--- config.mk ---
export PLATFORM = sky130hd
export DESIGN_NAME = dec_rr_arbiter
export DESIGN_NICKNAME = d
export VERILOG_FILES = /design/src/rtl/dec_rr_arbiter_pkg.sv /design/src/rtl/dec_rr_arbiter_decoder_3_8.sv /design/src/rtl/dec_rr_arbiter.sv
export SDC_FILE = /design/constraint.sdc
export NUM_CORES = 1
export LEC_CHECK = 0
export ABC_AREA = 0
export ABC_CLOCK_PERIOD_IN_PS = 6190
export CAP_MARGIN = 20
export CORE_MARGIN = 4
export CORE_UTILIZATION = 45
export DETAILED_ROUTE_END_ITERATION = 8
export PLACE_DENSITY_LB_ADDON = 0.15
export SLEW_MARGIN = 15
export SYNTH_ARGS = -nofsm -noshare
export SYNTH_HDL_FRONTEND = slang
export SYNTH_SLANG_ARGS = --single-unit
--- constraint.sdc ---
create_clock -name sys_clk -period 6.19 [get_ports sys_clk]
set_input_delay 1.857 -clock sys_clk [delete_from_list [all_inputs] [get_ports sys_clk]]
set_output_delay 1.857 -clock sys_clk [all_outputs]
set_load 0.02 [all_outputs]
--- src/rtl/dec_rr_arbiter_pkg.sv ---
// ---------------------------------------------------------------------------
// dec_rr_arbiter_pkg
// Shared constants for the decoded round-robin arbiter.
//   state_t  : FSM state encoding (IDLE / GRANT)
//   GRANT_W  : number of requesters / width of the one-hot grant
//   IDX_W    : width of a requester index
//   rr_pick  : round-robin winner search starting at a pointer
// ---------------------------------------------------------------------------
package dec_rr_arbiter_pkg;

    localparam int GRANT_W = 8;
    localparam int IDX_W   = 3;

    typedef enum logic {
        IDLE  = 1'b0,
        GRANT = 1'b1
    } state_t;

    // Returns the first set request at or above ptr, wrapping past the top
    // requester back to 0. Scanning from the far end downward lets the
    // nearest candidate overwrite the rest, so no early exit is needed.
    function automatic logic [IDX_W-1:0] rr_pick(input logic [GRANT_W-1:0] req,
                                                 input logic [IDX_W-1:0]   ptr);
        logic [IDX_W-1:0] pick;
        logic [IDX_W-1:0] j;
        pick = ptr;
        for (int k = GRANT_W - 1; k >= 0; k--) begin
            j = ptr + IDX_W'(k);
            if (req[j]) begin
                pick = j;
            end
        end
        return pick;
    endfunction

endpackage

--- src/rtl/dec_rr_arbiter_decoder_3_8.sv ---
// ---------------------------------------------------------------------------
// decoder_3_8
// Combinational 3-to-8 one-hot decoder.
//   in1 : select bit 2 (MSB)
//   in2 : select bit 1
//   in3 : select bit 0 (LSB)
//   out : one-hot decode of {in1,in2,in3}
// ---------------------------------------------------------------------------
module decoder_3_8
    import dec_rr_arbiter_pkg::*;
(
    input  logic               in1,
    input  logic               in2,
    input  logic               in3,
    output logic [GRANT_W-1:0] out
);

    assign out = GRANT_W'(1) << {in1, in2, in3};

endmodule

--- src/rtl/dec_rr_arbiter.sv ---
// ---------------------------------------------------------------------------
// dec_rr_arbiter
// Eight-requester round-robin arbiter with a bounded grant slot. The winner
// index is presented on the decoder select lines and as a one-hot grant.
//   SLOT_MAX  : last slot counter value; a grant lasts at most SLOT_MAX+1 cycles
//   sys_clk   : clock, rising edge
//   sys_rst_n : asynchronous active-low reset
//   req       : level-sensitive request lines, bit i = requester i
//   in1..in3  : registered winner index (MSB..LSB), 000 while idle
//   grant     : one-hot grant, 8'h00 while idle
//   busy      : high while a grant is active
// ---------------------------------------------------------------------------
module dec_rr_arbiter
    import dec_rr_arbiter_pkg::*;
#(
    parameter logic [15:0] SLOT_MAX = 16'd999
) (
    input  logic               sys_clk,
    input  logic               sys_rst_n,
    input  logic [GRANT_W-1:0] req,
    output logic               in1,
    output logic               in2,
    output logic               in3,
    output logic [GRANT_W-1:0] grant,
    output logic               busy
);

    state_t             state;
    logic [IDX_W-1:0]   ptr;
    logic [IDX_W-1:0]   idx;
    logic [IDX_W-1:0]   sel;
    logic [15:0]        cnt;
    logic               busy_r;
    logic [GRANT_W-1:0] dec_out;

    // sel mirrors idx during a grant and is forced to zero while idle, so the
    // select outputs come straight from a register.
    always_ff @(posedge sys_clk or negedge sys_rst_n) begin
        if (!sys_rst_n) begin
            state  <= IDLE;
            ptr    <= '0;
            idx    <= '0;
            sel    <= '0;
            cnt    <= '0;
            busy_r <= 1'b0;
        end else begin
            case (state)
                IDLE: begin
                    if (req != '0) begin
                        state  <= GRANT;
                        idx    <= rr_pick(req, ptr);
                        sel    <= rr_pick(req, ptr);
                        cnt    <= '0;
                        busy_r <= 1'b1;
                    end
                end
                GRANT: begin
                    // Only the owner's request line matters here; a drop and
                    // slot expiry on the same edge collapse into one release.
                    if (!req[idx] || (cnt == SLOT_MAX)) begin
                        state  <= IDLE;
                        sel    <= '0;
                        busy_r <= 1'b0;
                        ptr    <= idx + IDX_W'(1);
                    end else begin
                        cnt <= cnt + 16'd1;
                    end
                end
                default: begin
                    state  <= IDLE;
                    sel    <= '0;
                    busy_r <= 1'b0;
                end
            endcase
        end
    end

    decoder_3_8 u_dec (
        .in1 (sel[2]),
        .in2 (sel[1]),
        .in3 (sel[0]),
        .out (dec_out)
    );

    // busy_r clears asynchronously on reset, so gating here drops grant
    // without waiting for a clock edge.
    assign grant = dec_out & {GRANT_W{busy_r}};
    assign busy  = busy_r;
    assign in1   = sel[2];
    assign in2   = sel[1];
    assign in3   = sel[0];

endmodule

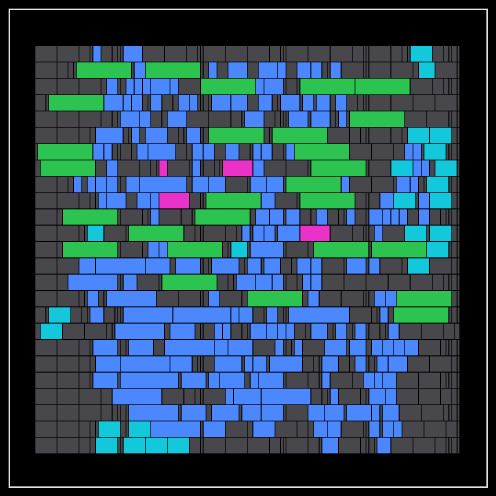
(placement by cell class)
Scale: 6 px per µm. Fill, decap, tap and diode cells in gray.
color	class	cells	share of their area
green	registers	27	27%
blue	remaining logic cells	204	62%
magenta	clock drivers and dummy loads	4	1.8%
cyan	remaining buffers and delay cells	24	9.3%
Layout Utilization: 0.538
number of standard-cell rows in the floorplan: 25
area of the placeable core: 0.00482 mm²
Layout Cell Area excl Fill: 0.00259 mm²
fraction of area in registers: 0.260

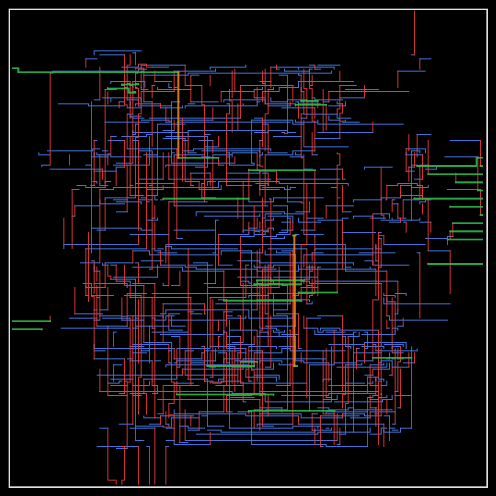
(signal wires by layer)
Scale: 6 px per µm.
color	layer	wire length
red	M2	2230 µm
blue	M1	2690 µm
green	M3	238 µm
orange	M4	36.0 µm
detail-routed net length per standard cell: 15.9 µm
vias: 1921
combined global-route utilization of all metal layers: 0.181
Total Wirelength: 5200 µm

==> impl_metrics.csv <==
group,metric,value,unit
pwr,power,1.30,mW
critical_path,critical-path-max-stage-delay,0.68,ns
pwr,share_seq_of_total_power,0.233,
route,m1WireLength,2690,µm
placement,gp_routability_congestion,0.872,
route,vias_per_cell,5.89,
route,detailroute.wirelength.met2,2230,µm
sta,worst_pin_slew,0.827,ns
sta,period_utilization_post_route,0.636,
placement,hpwl,3870,µm
pwr,switching_power,625,µW
sta,slew_headroom,0.448,
synth,synth_warnings,0,
layout,largest_register_ff_count,16,
hold_path,min_from,"cnt[0]$_DFFE_PN0P_",
grt,groute.layer.met2.usage,0.261,
sta,fin_worst_hold_slack,0.526,ns
route,detail_route.drc_violations,0,
synth,synth.area.mux_share,0.216,
layout,top_register,"cnt",
layout,final_layout_top_logic_cell,"sky130_fd_sc_hd__dfrtp_1",
synth,synth-cells-yosys,242,
synth,synth_top_flop_cell,"sky130_fd_sc_hd__dfrtp_1",
grt,antenna_found_initial,0,
pwr,top_pwr_grp,"combinational logic",
synth,synth.top_cells.by_area,"sky130_fd_sc_hd__dfrtp_1, sky130_fd_sc_hd__mux4_2, sky130_fd_sc_hd__mux2_2",
grt,first_global_vias,1830,
clock_network,cts_post_setup_buffers_inserted,0,
critical_path,cp.required,6.34,ns
route,detailedRoute.firstIterationViolations,161,
critical_path,r2r-end,"idx[1]$_DFFE_PN0P_",
critical_path,timing.setup.critical_path_class,"input port to flop",
hold_path,hold_path_class,"flop to flop",
placement,placed_cell_area,0.00255,mm²
hold_path,timing.hold.worst_path_depth,1,
critical_path,crit_path_start,"req[7]",
clock_network,cts_tree,"built",
placement,post-place-ws,2.02,ns
route,met3RoutedLength,238,µm
sta,final_critical_path_setup_slack,2.25,ns
synth,syn-instance-count,242,
pwr,comb_power_share,0.690,
critical_path,worst_r2r_path_depth,7,
sta,report.final.setup_viol,0,
pwr,power.combinational.total,894,µW
critical_path,worst-endpoint-arrival,4.09,ns
critical_path,cp_max_delay_cell,"sky130_fd_sc_hd__mux4_1",
run_status,status,"finished clean",
synth,synth.cellmix.simpleShare,0.214,
critical_path,critical_path.endpoint_type,"flop",
clock_network,numCtsBuffers,3,
grt,global_route.overflow_total,0,
pwr,power.density,500,mW/mm²
run,timing.max_cap.violations,0,
synth,register_bit_total_from_synthesis,27,
clock_network,clk_pin_slew,0.09,ns
synth,post_synth_instance_area,0.00229,mm²
floorplan,chipWidth,79.4,µm
clock_network,postCtsResizedCells,0,
layout,final.fill_count,477,
critical_path,reg2reg_slack,3.15,ns
layout,n_antenna_cell,0,
pwr,switching_share,0.482,
synth,ys_top_cells_by_count,"sky130_fd_sc_hd__dfrtp_1, sky130_fd_sc_hd__nand2_1, sky130_fd_sc_hd__nor2_1",
synth,post_synth_cell_types,52,
clock_network,worstSkewPairLatency,0.27,ns
synth,fp_nets,256,
sta,rsz_0062_raised_after_global_routing,"no",
critical_path,r2r_start,"ptr[1]$_DFFE_PN0P_",
grt,groute.layer.met1.usage,0.281,
layout,final_cell_mix,"sky130_fd_sc_hd__dfrtp_1, sky130_fd_sc_hd__nand2_1, sky130_fd_sc_hd__clkdlybuf4s50_1",
route,maxUsedRoutingLayer,"met4",
pwr,p_int,672,µW
clock_network,clockRootBuffer,"sky130_fd_sc_hd__clkbuf_8",
critical_path,path_buffers,1,
grt,grt_max_degree,28,
layout,num-nets-final,274,
pwr,vdd_drop_max,0.235,mV
synth,ys_seq_share,0.295,
synth,synth.cellmix.xorXnorShare,0.0540,
synth,edf_count,0,
sta,setup_total_negative_slack,0,ns
run,tool_warnings,27,
clock_network,clockBufferDepth,2,
clock_network,cts.htree.levels,1,
floorplan,io_pins,22,
critical_path,setup.worst_path.start_class,"input port",
synth,synthArstFlopShare,1.00,
floorplan,die_area,0.00630,mm²
synth,synth_area_per_cell,9.48,µm²
hold_path,sink_of_the_worst_hold_path,"cnt[0]$_DFFE_PN0P_",
critical_path,cp_cell_sequence,"clkdlybuf4s50_1 -> mux4_1 -> mux2i_1 -> nor2b_1 -> a2111oi_2 -> nor3_1",
pwr,leakage,0.971,nW
grt,grt_use_met3,0.0350,
layout,area.combinational,0.00152,mm²
pwr,power.clock.fraction,0.078,
synth,logic_family,"multiplexers",
route,drt_pre_antenna_iters,4,
clock_network,numClockSinks,27,
critical_path,critPathMaxFanout,9,
clock_network,postCtsHoldBufs,0,
grt,grt_pass1_wl,9070,µm
grt,grt_busiest_layer,"met1",
critical_path,critical_path.top_delay_family,"multiplexers",
layout,seqCellArea,676,µm²
floorplan,fp_util,0.476,
pwr,power.clock.total,101,µW
layout,final_cell_count_no_fill,326,
-- area by class of cell --
| type | count | share of cell area |
|---|---|---|
| multi-input combinational | 195 | 0.587 |
| clock buffer | 4 | 0.0174 |
| timing repair buffer | 24 | 0.0897 |
| sequential | 27 | 0.260 |
| tap | 67 | 0.0323 |
| inverter | 9 | 0.0130 |
-- worst max-delay path by stage --
| stage | slack, ns | cells past startpoint | to |
|---|---|---|---|
| after floorplan | 2.79 | 6 | idx[1]$_DFFE_PN0P_ |
| after global placement | 2.08 | 7 | sel[1]$_DFFE_PN0P_ |
| after detailed placement | 2.02 | 6 | sel[1]$_DFFE_PN0P_ |
| after CTS | 2.29 | 6 | idx[1]$_DFFE_PN0P_ |
| after global routing | 2.13 | 6 | idx[1]$_DFFE_PN0P_ |
| final | 2.25 | 6 | idx[1]$_DFFE_PN0P_ |
Power figures rest on the tool's default switching activity, not on a simulated workload.
